## src/rtl/membrane_accum.sv

```systemverilog
// Membrane potential accumulator: a flop array of N signed potentials.
// Synapse events add LANES packed signed weights to one neuron group
// through a one-deep stage-1 register. An IDLE/CLEAR sweep zeroes the
// array one group per cycle. Reads are combinational, RD_LANES potentials
// per 32-bit word.
module membrane_accum #(
    parameter int unsigned N        = 256,
    parameter int unsigned W_BITS   = 4,
    parameter int unsigned POT_BITS = 8,
    parameter int unsigned SAT      = 1,
    localparam int unsigned LANES    = 32 / W_BITS,
    localparam int unsigned RD_LANES = 32 / POT_BITS,
    localparam int unsigned NGRP     = N / LANES,
    localparam int unsigned RGRP     = N / RD_LANES,
    localparam int unsigned AW       = $clog2(NGRP),
    localparam int unsigned RAW      = $clog2(RGRP)
) (
    input  logic           CLK,
    input  logic           RSTN,
    input  logic           syn_valid_i,
    output logic           syn_ready_o,
    input  logic [AW-1:0]  syn_addr_i,
    input  logic [31:0]    syn_data_i,
    input  logic           clear_i,
    output logic           busy_o,
    output logic           clear_done_o,
    output logic           ovf_o,
    input  logic [RAW-1:0] rd_addr_i,
    output logic [31:0]    rd_data_o
);

    // Lane-select bits inside a group (LANES and RD_LANES are powers of two).
    localparam int unsigned LB  = $clog2(LANES);
    localparam int unsigned RLB = $clog2(RD_LANES);

    localparam logic [POT_BITS-1:0] MaxPot = {1'b0, {(POT_BITS - 1){1'b1}}};
    localparam logic [POT_BITS-1:0] MinPot = {1'b1, {(POT_BITS - 1){1'b0}}};

    typedef enum logic [0:0] {StIdle, StClear} state_e;

    state_e        state_q;
    logic [AW-1:0] grp_q;
    logic          busy_q;
    logic          done_q;
    logic          ovf_q;

    logic          s1_valid_q;
    logic [AW-1:0] s1_addr_q;
    logic [31:0]   s1_data_q;

    logic [POT_BITS-1:0] pot_q [N];
    logic [POT_BITS-1:0] pot_d [N];

    logic [POT_BITS-1:0] lane_res [LANES];
    logic [LANES-1:0]    lane_ovf;

    logic                syn_accept;

    // New events are refused while sweeping or while a sweep is being requested.
    always_comb begin
        syn_ready_o = (state_q == StIdle) && !clear_i;
        syn_accept  = syn_valid_i && syn_ready_o;
    end

    // Stage 1: capture the accepted event; it is applied on the following edge.
    always_ff @(posedge CLK or negedge RSTN) begin
        if (!RSTN) begin
            s1_valid_q <= 1'b0;
            s1_addr_q  <= '0;
            s1_data_q  <= '0;
        end else begin
            s1_valid_q <= syn_accept;
            if (syn_accept) begin
                s1_addr_q <= syn_addr_i;
                s1_data_q <= syn_data_i;
            end
        end
    end

    // Per-lane add at POT_BITS+1 bits with overflow detect and optional clamp.
    always_comb begin
        logic [POT_BITS-1:0] cur;
        logic [W_BITS-1:0]   w;
        logic [POT_BITS:0]   sum;
        cur      = '0;
        w        = '0;
        sum      = '0;
        lane_ovf = '0;
        for (int k = 0; k < LANES; k++) begin
            lane_res[k] = '0;
        end
        for (int k = 0; k < LANES; k++) begin
            cur = pot_q[{s1_addr_q, LB'(k)}];
            w   = s1_data_q[k*W_BITS +: W_BITS];
            sum = {cur[POT_BITS-1], cur}
                + {{(POT_BITS + 1 - W_BITS){w[W_BITS-1]}}, w};
            // The two top bits disagree exactly when the result left POT_BITS range.
            lane_ovf[k] = sum[POT_BITS] ^ sum[POT_BITS-1];
            if (lane_ovf[k] && (SAT != 0)) begin
                lane_res[k] = sum[POT_BITS] ? MinPot : MaxPot;
            end else begin
                lane_res[k] = sum[POT_BITS-1:0];
            end
        end
    end

    // Next potentials: apply the stage-1 update, then let the sweep override it.
    always_comb begin
        pot_d = pot_q;
        for (int g = 0; g < NGRP; g++) begin
            for (int k = 0; k < LANES; k++) begin
                if (s1_valid_q && (s1_addr_q == AW'(g))) begin
                    pot_d[g*LANES + k] = lane_res[k];
                end
                if ((state_q == StClear) && (grp_q == AW'(g))) begin
                    pot_d[g*LANES + k] = '0;
                end
            end
        end
    end

    // Potential array; reset zeroes everything asynchronously.
    always_ff @(posedge CLK or negedge RSTN) begin
        if (!RSTN) begin
            for (int i = 0; i < N; i++) begin
                pot_q[i] <= '0;
            end
        end else begin
            pot_q <= pot_d;
        end
    end

    // Sweep FSM with registered busy, done pulse and sticky overflow.
    always_ff @(posedge CLK or negedge RSTN) begin
        if (!RSTN) begin
            state_q <= StIdle;
            grp_q   <= '0;
            busy_q  <= 1'b0;
            done_q  <= 1'b0;
            ovf_q   <= 1'b0;
        end else begin
            done_q <= 1'b0;
            unique case (state_q)
                StIdle: begin
                    if (clear_i) begin
                        // A pending update still lands this edge; the sweep erases it.
                        state_q <= StClear;
                        grp_q   <= '0;
                        busy_q  <= 1'b1;
                        ovf_q   <= 1'b0;
                    end else if (s1_valid_q && (|lane_ovf)) begin
                        ovf_q <= 1'b1;
                    end
                end
                StClear: begin
                    // clear_i is deliberately not looked at here.
                    if (grp_q == AW'(NGRP - 1)) begin
                        state_q <= StIdle;
                        grp_q   <= '0;
                        busy_q  <= 1'b0;
                        done_q  <= 1'b1;
                    end else begin
                        grp_q <= grp_q + 1'b1;
                    end
                end
                default: begin
                    state_q <= StIdle;
                    busy_q  <= 1'b0;
                end
            endcase
        end
    end

    // Status outputs straight from their registers.
    always_comb begin
        busy_o       = busy_q;
        clear_done_o = done_q;
        ovf_o        = ovf_q;
    end

    // Combinational read port, RD_LANES potentials per word.
    always_comb begin
        rd_data_o = '0;
        for (int k = 0; k < RD_LANES; k++) begin
            rd_data_o[k*POT_BITS +: POT_BITS] = pot_q[{rd_addr_i, RLB'(k)}];
        end
    end

endmodule

```

## config.mk

```make
export PLATFORM = sky130hd
export DESIGN_NAME = membrane_accum
export DESIGN_NICKNAME = d
export VERILOG_FILES = /design/src/rtl/membrane_accum.sv
export SDC_FILE = /design/constraint.sdc
export NUM_CORES = 2
export LEC_CHECK = 0
export CORE_MARGIN = 10
export CORE_UTILIZATION = 25
export CTS_CLUSTER_SIZE = 24
export DETAILED_ROUTE_END_ITERATION = 10
export PLACE_DENSITY = 0.41
export SYNTH_ARGS = -nofsm -noshare
export SYNTH_HDL_FRONTEND = slang
export SYNTH_SLANG_ARGS = --single-unit
```

## constraint.sdc

```tcl
create_clock -name CLK -period 9.6 [get_ports CLK]
set_clock_uncertainty 0.15 [all_clocks]
set_input_delay 2.4 -clock CLK [delete_from_list [all_inputs] [get_ports CLK]]
set_output_delay 2.4 -clock CLK [all_outputs]
set_load 0.01 [all_outputs]
```

==> impl_metrics.json <==
{
  "met3_usage": 0.04628,
  "ys_sh_adder": 0.01092,
  "internal_reg_to_reg_setup_slack_ns": 2.14,
  "worst_hold_slack_ns": 0.3456,
  "endpoint_kind": "output port",
  "setup_ws_ns": 1.040,
  "dr_wl_met2_mm": 213.5,
  "via_count_of_the_first_global_routing_pass": 81090,
  "crit_cells": 8,
  "whs_endpoint": "pot_q[695]",
  "clockBufferCount": 380,
  "clock-root-buffer": "sky130_fd_sc_hd__clkbuf_16",
  "clock_area_frac": 0.06880,
  "critPathRequiredTime_ns": 7.05,
  "reg2reg_to": "pot_q[936]",
  "enable_flop_cells": 0,
  "synthMuxAreaShare": 0.2748,
  "portBuffers": 82,
  "timing.critical_path.from_type": "input port",
  "finalCritPeriodShare": 0.8917,
  "drc_errors": 0,
  "area_of_combinational_cells_with_multiple_inputs_um2": 53770,
  "logic_gates": 4487,
  "timing.critical_path.buf_inv": 5,
  "n_sequential_cell": 2095,
  "critPathKind": "input port to output port",
  "report.final.hold_viol_count": 0,
  "route.layer.met1.wl_mm": 201.7,
  "final_layout_top_logic_cells": "sky130_fd_sc_hd__dfrtp_1 (2090), sky130_fd_sc_hd__a22o_1 (1728), sky130_fd_sc_hd__mux4_2 (1276), sky130_fd_sc_hd__nand2_1 (363), sky130_fd_sc_hd__o21ai_0 (353)",
  "fillerInstances": 43200,
  "timing.setup.tns_ns": 0,
  "clock_insertion_delay_worst_skew_ns": 0.91,
  "mostFrequentLayoutCell": "sky130_fd_sc_hd__dfrtp_1",
  "worst_setup_path_startpoint": "rd_addr_i[2]",
  "viasPerCell": 5.989,
  "remaining_global_route_overflow": 0,
  "result_of_the_run": "finished clean",
  "fp_util": 0.2515,
  "post_layout_nonfiller_instances": 13250
}
### Floorplan with the power grid

The bar under the picture is 200 um long. Pins as bars on the die edge.
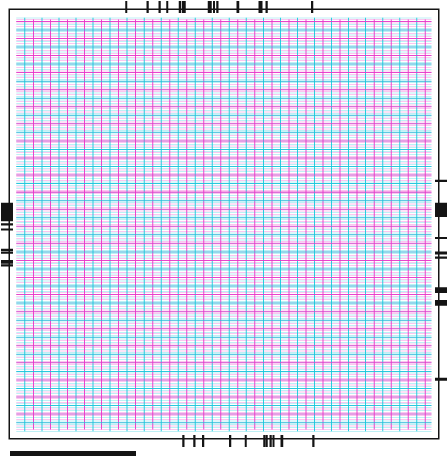
Magenta marks VDD. Cyan marks VSS.
The core has 242 rows. 48 straps on met4. 48 straps on met5. 83 signal pins sit on the boundary.
die width: 681.8 um
worst vdd ir: 0.2146 mV
Floorplan Core Area: 435400 um2

### Placed cells, one colour a class

The bar under the picture is 200 um long.
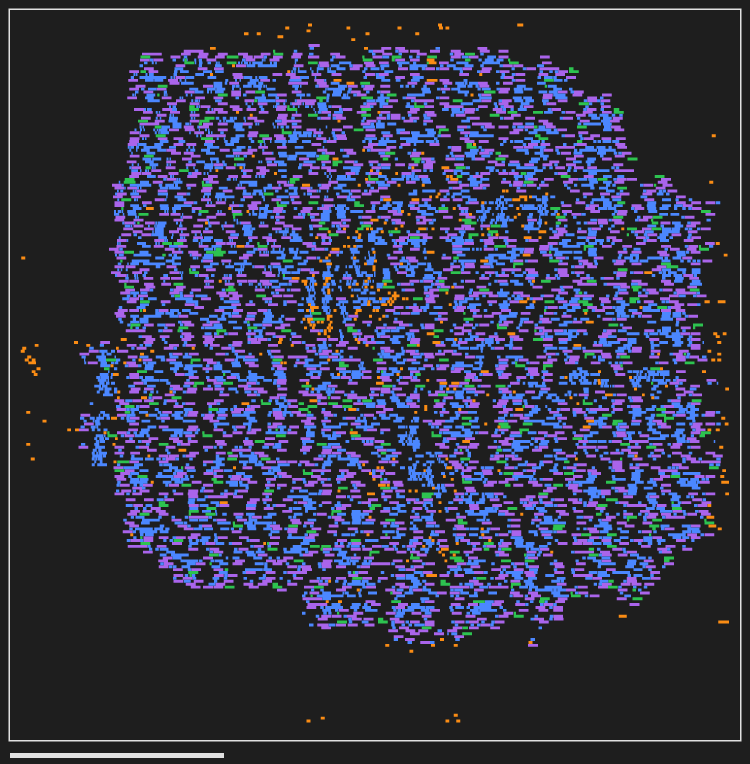
Green marks clock drivers and dummy loads, cells 459. Purple marks flops, cells 2095. Orange marks other buffers and delay cells, cells 414. Blue marks combinational and other logic, cells 4536.
post-route core utilization: 0.2901
Non-Filler Cell Area, Final: 126300 um2

### Routed clock nets over the placement

The bar under the picture is 200 um long.
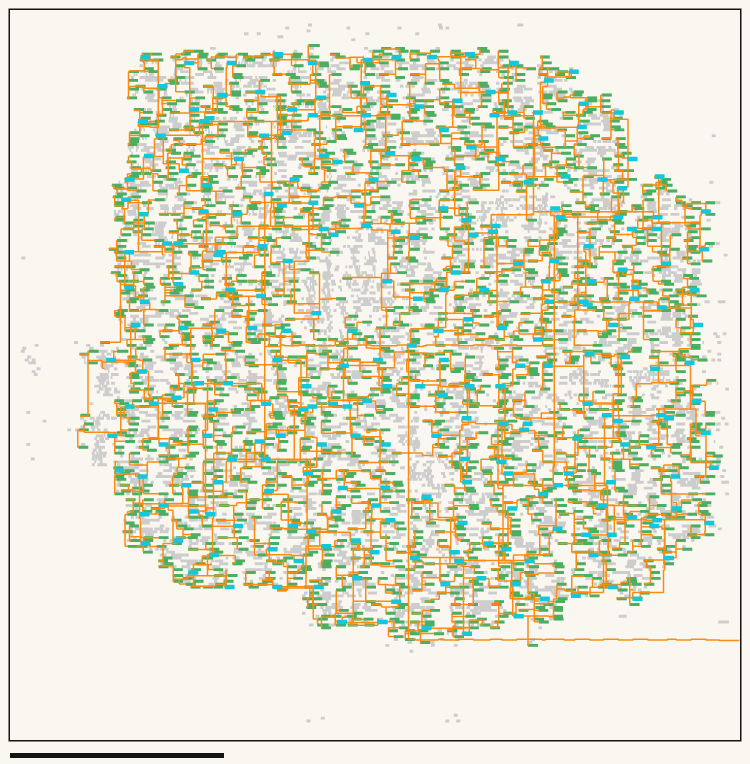
Orange marks clock wires, length 33.3 mm. Green marks flip-flops, count 2095. Cyan marks clock drivers, count 262.
There are 263 routed clock nets.
Clock Power: 10.2 mW
clock network fraction of total power: 0.313

Power and IR drop assume default switching activity.
